$ cat src/rtl/usb_bridge_pkg.sv
// rtl/usb_bridge_pkg.sv - shared types and helpers for the usb_cdc stream bridge
package usb_bridge_pkg;

  typedef logic [7:0] byte_t;

  // Width of a byte-count field able to hold 0..pack_bytes
  function automatic int cnt_w(input int pack_bytes);
    return $clog2(pack_bytes + 1);
  endfunction

  // A requested count of 0 or above the word size means "whole word"
  function automatic int unsigned clamp_bytes(input int unsigned n, input int unsigned pack_bytes);
    return ((n == 0) || (n > pack_bytes)) ? pack_bytes : n;
  endfunction

endpackage

$ cat src/rtl/usb_bridge_fifo.sv
// rtl/usb_bridge_fifo.sv - word FIFO with registered head output; level port under USB_BRIDGE_LEVEL_EN
module usb_bridge_fifo #(
  parameter int WIDTH = 8,
  parameter int DEPTH = 4,
  localparam int IW = $clog2(DEPTH),
  localparam int PW = IW + 1
) (
  input  logic             i_clk,
  input  logic             i_rst,
`ifdef USB_BRIDGE_LEVEL_EN
  output logic [PW-1:0]    o_level,
`endif
  input  logic             i_push,
  input  logic [WIDTH-1:0] i_push_data,
  output logic             o_full,
  input  logic             i_pop,
  output logic [WIDTH-1:0] o_data,
  output logic             o_valid
);

  logic [WIDTH-1:0] r_mem [DEPTH];
  logic [PW-1:0]    r_wr_ptr;
  logic [PW-1:0]    r_rd_ptr;
  logic [WIDTH-1:0] r_data;
  logic             r_valid;

  logic [PW-1:0]    w_used;
  logic [PW-1:0]    w_rd_next;
  logic [PW-1:0]    w_avail;
  logic             w_push;
  logic             w_pop;

  // The head entry shown on o_data is still counted in w_used until popped
  assign w_used    = r_wr_ptr - r_rd_ptr;
  assign o_full    = (w_used == PW'(DEPTH));
  assign w_push    = i_push && !o_full;
  assign w_pop     = i_pop && r_valid;
  assign w_rd_next = r_rd_ptr + PW'(w_pop);
  // Entries already in storage before this edge's push, after this edge's pop
  assign w_avail   = r_wr_ptr - w_rd_next;

  assign o_data  = r_data;
  assign o_valid = r_valid;
`ifdef USB_BRIDGE_LEVEL_EN
  assign o_level = w_used;
`endif

  // Storage array write
  always_ff @(posedge i_clk) begin
    if (w_push) begin
      r_mem[r_wr_ptr[IW-1:0]] <= i_push_data;
    end
  end

  // Read/write pointers with wrap bit
  always_ff @(posedge i_clk or posedge i_rst) begin
    if (i_rst) begin
      r_wr_ptr <= '0;
      r_rd_ptr <= '0;
    end else begin
      if (w_push) begin
        r_wr_ptr <= r_wr_ptr + PW'(1);
      end
      r_rd_ptr <= w_rd_next;
    end
  end

  // Registered head output, zero while empty
  always_ff @(posedge i_clk or posedge i_rst) begin
    if (i_rst) begin
      r_valid <= 1'b0;
      r_data  <= '0;
    end else begin
      r_valid <= (w_avail != '0);
      r_data  <= (w_avail != '0) ? r_mem[w_rd_next[IW-1:0]] : '0;
    end
  end

endmodule

$ cat src/rtl/usb_cdc_stream_bridge.sv
// rtl/usb_cdc_stream_bridge.sv - usb_cdc byte streams to wide app words; USB_BRIDGE_LEVEL_EN adds FIFO level ports
module usb_cdc_stream_bridge
  import usb_bridge_pkg::*;
#(
  parameter int PACK_BYTES = 4,
  parameter int RX_DEPTH   = 4,
  parameter int TX_DEPTH   = 4,
  parameter int TIMEOUT    = 16,
  localparam int AW = 8 * PACK_BYTES,
  localparam int CW = cnt_w(PACK_BYTES)
) (
  input  logic                          clk_i,
  input  logic                          rst_i,
`ifdef USB_BRIDGE_LEVEL_EN
  output logic [$clog2(RX_DEPTH+1)-1:0] rx_level_o,
  output logic [$clog2(TX_DEPTH+1)-1:0] tx_level_o,
`endif
  input  logic [7:0]                    usb_out_data_i,
  input  logic                          usb_out_valid_i,
  output logic                          usb_out_ready_o,
  output logic [7:0]                    usb_in_data_o,
  output logic                          usb_in_valid_o,
  input  logic                          usb_in_ready_i,
  output logic [AW-1:0]                 app_rx_data_o,
  output logic [CW-1:0]                 app_rx_bytes_o,
  output logic                          app_rx_valid_o,
  input  logic                          app_rx_ready_i,
  input  logic [AW-1:0]                 app_tx_data_i,
  input  logic [CW-1:0]                 app_tx_bytes_i,
  input  logic                          app_tx_valid_i,
  output logic                          app_tx_ready_o
);

  localparam int TW = (TIMEOUT > 0) ? $clog2(TIMEOUT + 1) : 1;
  localparam int FW = AW + CW;
  localparam logic [CW-1:0] FULL_CNT = CW'(PACK_BYTES);
  localparam logic [CW-1:0] LAST_IDX = CW'(PACK_BYTES - 1);
  localparam logic [TW-1:0] TO_LIMIT = TW'(TIMEOUT);

  // ---------------- RX: bytes -> words ----------------
  logic [AW-1:0] r_rx_word;
  logic [CW-1:0] r_rx_cnt;
  logic [TW-1:0] r_to_cnt;

  byte_t         w_rx_byte;
  logic          w_rx_full;
  logic          w_rx_accept;
  logic          w_rx_complete;
  logic          w_flush;
  logic          w_rx_push;
  logic [AW-1:0] w_rx_merged;
  logic [FW-1:0] w_rx_push_data;
  logic [FW-1:0] w_rx_q;
  logic          w_rx_q_valid;

  assign w_rx_byte       = usb_out_data_i;
  assign usb_out_ready_o = !rst_i && !w_rx_full;
  assign w_rx_accept     = usb_out_valid_i && usb_out_ready_o;
  assign w_rx_merged     = r_rx_word | (AW'(w_rx_byte) << {r_rx_cnt, 3'b000});
  assign w_rx_complete   = w_rx_accept && (r_rx_cnt == LAST_IDX);
  // An incoming byte always beats an expiring timeout
  assign w_flush         = (TIMEOUT != 0) && (r_rx_cnt != '0) && (r_to_cnt == TO_LIMIT)
                           && !w_rx_full && !w_rx_accept;
  assign w_rx_push       = w_rx_complete || w_flush;
  assign w_rx_push_data  = w_rx_complete ? {FULL_CNT, w_rx_merged} : {r_rx_cnt, r_rx_word};

  // Packer: accumulate bytes little-endian, clear on push
  always_ff @(posedge clk_i or posedge rst_i) begin
    if (rst_i) begin
      r_rx_word <= '0;
      r_rx_cnt  <= '0;
    end else if (w_rx_push) begin
      r_rx_word <= '0;
      r_rx_cnt  <= '0;
    end else if (w_rx_accept) begin
      r_rx_word <= w_rx_merged;
      r_rx_cnt  <= r_rx_cnt + CW'(1);
    end
  end

  // Idle counter: restarts on each byte, saturates at the limit while a partial word waits
  always_ff @(posedge clk_i or posedge rst_i) begin
    if (rst_i) begin
      r_to_cnt <= '0;
    end else if (w_rx_accept || w_flush) begin
      r_to_cnt <= '0;
    end else if ((r_rx_cnt != '0) && (r_to_cnt != TO_LIMIT)) begin
      r_to_cnt <= r_to_cnt + TW'(1);
    end
  end

  usb_bridge_fifo #(
    .WIDTH (FW),
    .DEPTH (RX_DEPTH)
  ) u_rx_fifo (
    .i_clk       (clk_i),
    .i_rst       (rst_i),
`ifdef USB_BRIDGE_LEVEL_EN
    .o_level     (rx_level_o),
`endif
    .i_push      (w_rx_push),
    .i_push_data (w_rx_push_data),
    .o_full      (w_rx_full),
    .i_pop       (app_rx_ready_i),
    .o_data      (w_rx_q),
    .o_valid     (w_rx_q_valid)
  );

  assign app_rx_data_o  = w_rx_q[AW-1:0];
  assign app_rx_bytes_o = w_rx_q[FW-1:AW];
  assign app_rx_valid_o = w_rx_q_valid;

  // ---------------- TX: words -> bytes ----------------
  logic [AW-1:0] r_tx_word;
  logic [CW-1:0] r_tx_left;

  logic          w_tx_full;
  logic          w_tx_push;
  logic [FW-1:0] w_tx_push_data;
  logic [FW-1:0] w_tx_q;
  logic          w_tx_q_valid;
  logic          w_tx_xfer;
  logic          w_tx_last;
  logic          w_tx_load;

  assign app_tx_ready_o = !rst_i && !w_tx_full;
  assign w_tx_push      = app_tx_valid_i && app_tx_ready_o;
  assign w_tx_push_data = {CW'(clamp_bytes(32'(app_tx_bytes_i), 32'(PACK_BYTES))), app_tx_data_i};

  usb_bridge_fifo #(
    .WIDTH (FW),
    .DEPTH (TX_DEPTH)
  ) u_tx_fifo (
    .i_clk       (clk_i),
    .i_rst       (rst_i),
`ifdef USB_BRIDGE_LEVEL_EN
    .o_level     (tx_level_o),
`endif
    .i_push      (w_tx_push),
    .i_push_data (w_tx_push_data),
    .o_full      (w_tx_full),
    .i_pop       (w_tx_load),
    .o_data      (w_tx_q),
    .o_valid     (w_tx_q_valid)
  );

  assign usb_in_valid_o = (r_tx_left != '0);
  assign usb_in_data_o  = r_tx_word[7:0];
  assign w_tx_xfer      = usb_in_valid_o && usb_in_ready_i;
  assign w_tx_last      = w_tx_xfer && (r_tx_left == CW'(1));
  // Reload on the last byte's transfer so consecutive words stream without a bubble
  assign w_tx_load      = w_tx_q_valid && (!usb_in_valid_o || w_tx_last);

  // Unpacker: shift out LSB first, count down remaining bytes
  always_ff @(posedge clk_i or posedge rst_i) begin
    if (rst_i) begin
      r_tx_word <= '0;
      r_tx_left <= '0;
    end else if (w_tx_load) begin
      r_tx_word <= w_tx_q[AW-1:0];
      r_tx_left <= w_tx_q[FW-1:AW];
    end else if (w_tx_last) begin
      r_tx_word <= '0;
      r_tx_left <= '0;
    end else if (w_tx_xfer) begin
      r_tx_word <= r_tx_word >> 8;
      r_tx_left <= r_tx_left - CW'(1);
    end
  end

endmodule
$ cat config.mk
export PLATFORM = sky130hd
export DESIGN_NAME = usb_cdc_stream_bridge
export DESIGN_NICKNAME = d
export VERILOG_FILES = /design/src/rtl/usb_bridge_pkg.sv /design/src/rtl/usb_bridge_fifo.sv /design/src/rtl/usb_cdc_stream_bridge.sv
export SDC_FILE = /design/constraint.sdc
export NUM_CORES = 1
export LEC_CHECK = 0
export CORE_ASPECT_RATIO = 2
export CORE_MARGIN = 1.5
export CORE_UTILIZATION = 54
export DETAILED_ROUTE_END_ITERATION = 16
export PLACE_DENSITY = 0.81
export SKIP_CTS_REPAIR_TIMING = 1
export SYNTH_ARGS = -nofsm -noshare
export SYNTH_HDL_FRONTEND = slang
export SYNTH_SLANG_ARGS = --single-unit
$ cat constraint.sdc
create_clock -name clk_i -period 5.2 [get_ports clk_i]
set_clock_uncertainty 0.15 [all_clocks]
set_input_delay 0.52 -clock clk_i [delete_from_list [all_inputs] [get_ports clk_i]]
set_output_delay 0.52 -clock clk_i [all_outputs]
set_load 0.02 [all_outputs]
Cell outlines without signal wires:
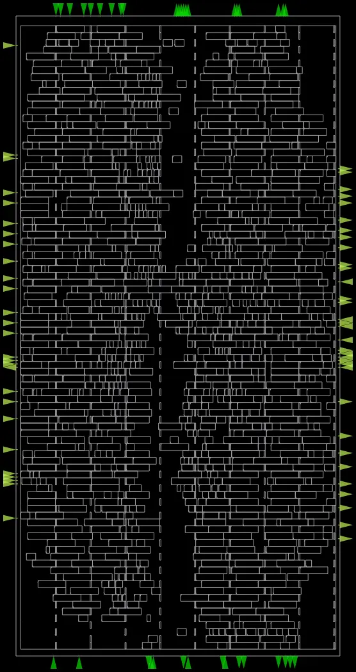
CORE AREA: 31000 sq um
seq_cells: 439
Rows: 91
Post-Layout Cell Count: 1525
TAP cells: 418

==> run_results.csv <==
group,metric,value,unit
outcome,outcome,"finished clean",
sta,grt_setup_unrepaired,"false",
min_path,worstHoldStart,"u_tx_fifo.o_data[27]",
clocking,cts_made_buffers,36,
power,clockPowerShare,0.232,
worst_setup_path,crit_fanout,36,
worst_setup_path,criticalPathCategory,"reg2reg",
min_path,hold_end,"r_tx_word[27]",
power,clock_net_power,2.78,mW
detailed_routing,vias,8556,
layout,syn2layout_area_growth,14.9,%
global_routing,grt_pass1_vias,9279,
die,io_pins,96,
global_routing,grtUsageTotal,0.203,
run,cap_violations,0,
run,log.warning_count,37,
sta,drv_slew,0,
logic_synthesis,top_area_cell,"edfxtp_1",
detailed_routing,drcViolationCount,0,
clocking,clkTransAtPathRegs,0.07,ns
worst_setup_path,reg2reg_depth,16,
logic_synthesis,ys.flop_type,"edfxtp_1",
worst_setup_path,r2r_start,"r_tx_left[0]",
clocking,root_buffer,"clkbuf_16",
worst_setup_path,critical-path-slowest-cell,"dfrtp_1",
logic_synthesis,ys_warn_count,0,
worst_setup_path,r2r_end,"u_tx_fifo.o_data[7]",
logic_synthesis,edf_count,280,
logic_synthesis,syn_avg_cell_area,17.4,sq um
global_routing,grt_pass1_wl,50100,um
logic_synthesis,topCellsByArea,"edfxtp_1, dfrtp_1, mux4_2",
place,dpl_cell_area,18400,sq um
Wiring by layer:
Drawn at 2 px/um. Two of the layers only.
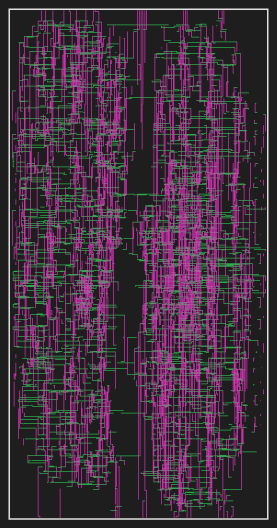
green -> M1  # wire length 11000 um
magenta -> M2  # wire length 17900 um

==> logic make-up after synthesis <==
logic type	share of synthesized area
AND-OR/OR-AND	0.0533
buffers and inverters	0.0226
AND/OR/NAND/NOR	0.0714
XOR/XNOR	0.0106
multiplexers	0.0932
flip-flops	0.728
adder cells (fa/ha/maj)	0.0213
==> per-layer routing <==
metal	vias up	GRT usage	wire length (um)
li1	3863	-	-
met1	4410	0.223	11000
met2	211	0.384	17900
met3	72	0.0269	998
met4	0	0.0905	1280
met5	-	0	0
==> layout by cell type, fill, tap and decap left out, types with 3 or more instances in the layout <==
master,Yosys,layout
edfxtp_1,280,280
dfrtp_1,159,159
clkdlybuf4s50_1,0,95
nor2b_1,83,83
nor2_1,70,70
mux4_2,70,70
clkbuf_16,0,36
a21o_1,33,33
a21oi_1,28,28
ha_1,29,27
nor3_1,26,26
inv_1,24,23
a22o_1,23,23
buf_4,8,19
and2_1,13,13
a31oi_1,13,13
nand2_1,13,13
clkbuf_1,15,10
xnor2_1,8,8
xor2_1,7,7
a32o_1,7,7
clkinv_1,1,5
bufinv_16,0,5
o21ai_0,4,4
clkinv_2,0,4
nand2b_1,3,3
nor3_4,3,3
clkinvlp_4,0,3
==> area by class of cell <==
cell class	instances	area [sq um]
fillers	2233	11400
multi-input cells	463	4260
repair buffers	114	1090
clock buffers	47	952
well taps	418	523
clock inverters	19	253
flip-flops and latches	439	12400
inverters	25	98.8
==> per-stage QoR <==
stage               cells   util  total power, mW  setup WS, ns
finish               1525  0.632             12.0          1.50
global route         1525  0.632             12.6          1.21
CTS                  1525  0.632             12.1          1.44
detailed placement   1459  0.593             9.32          1.19
global placement     1459  0.593             9.17          1.30
floorplan             979      -             8.13         0.238
Power figures rest on the tool's default switching activity, not on a simulated workload.
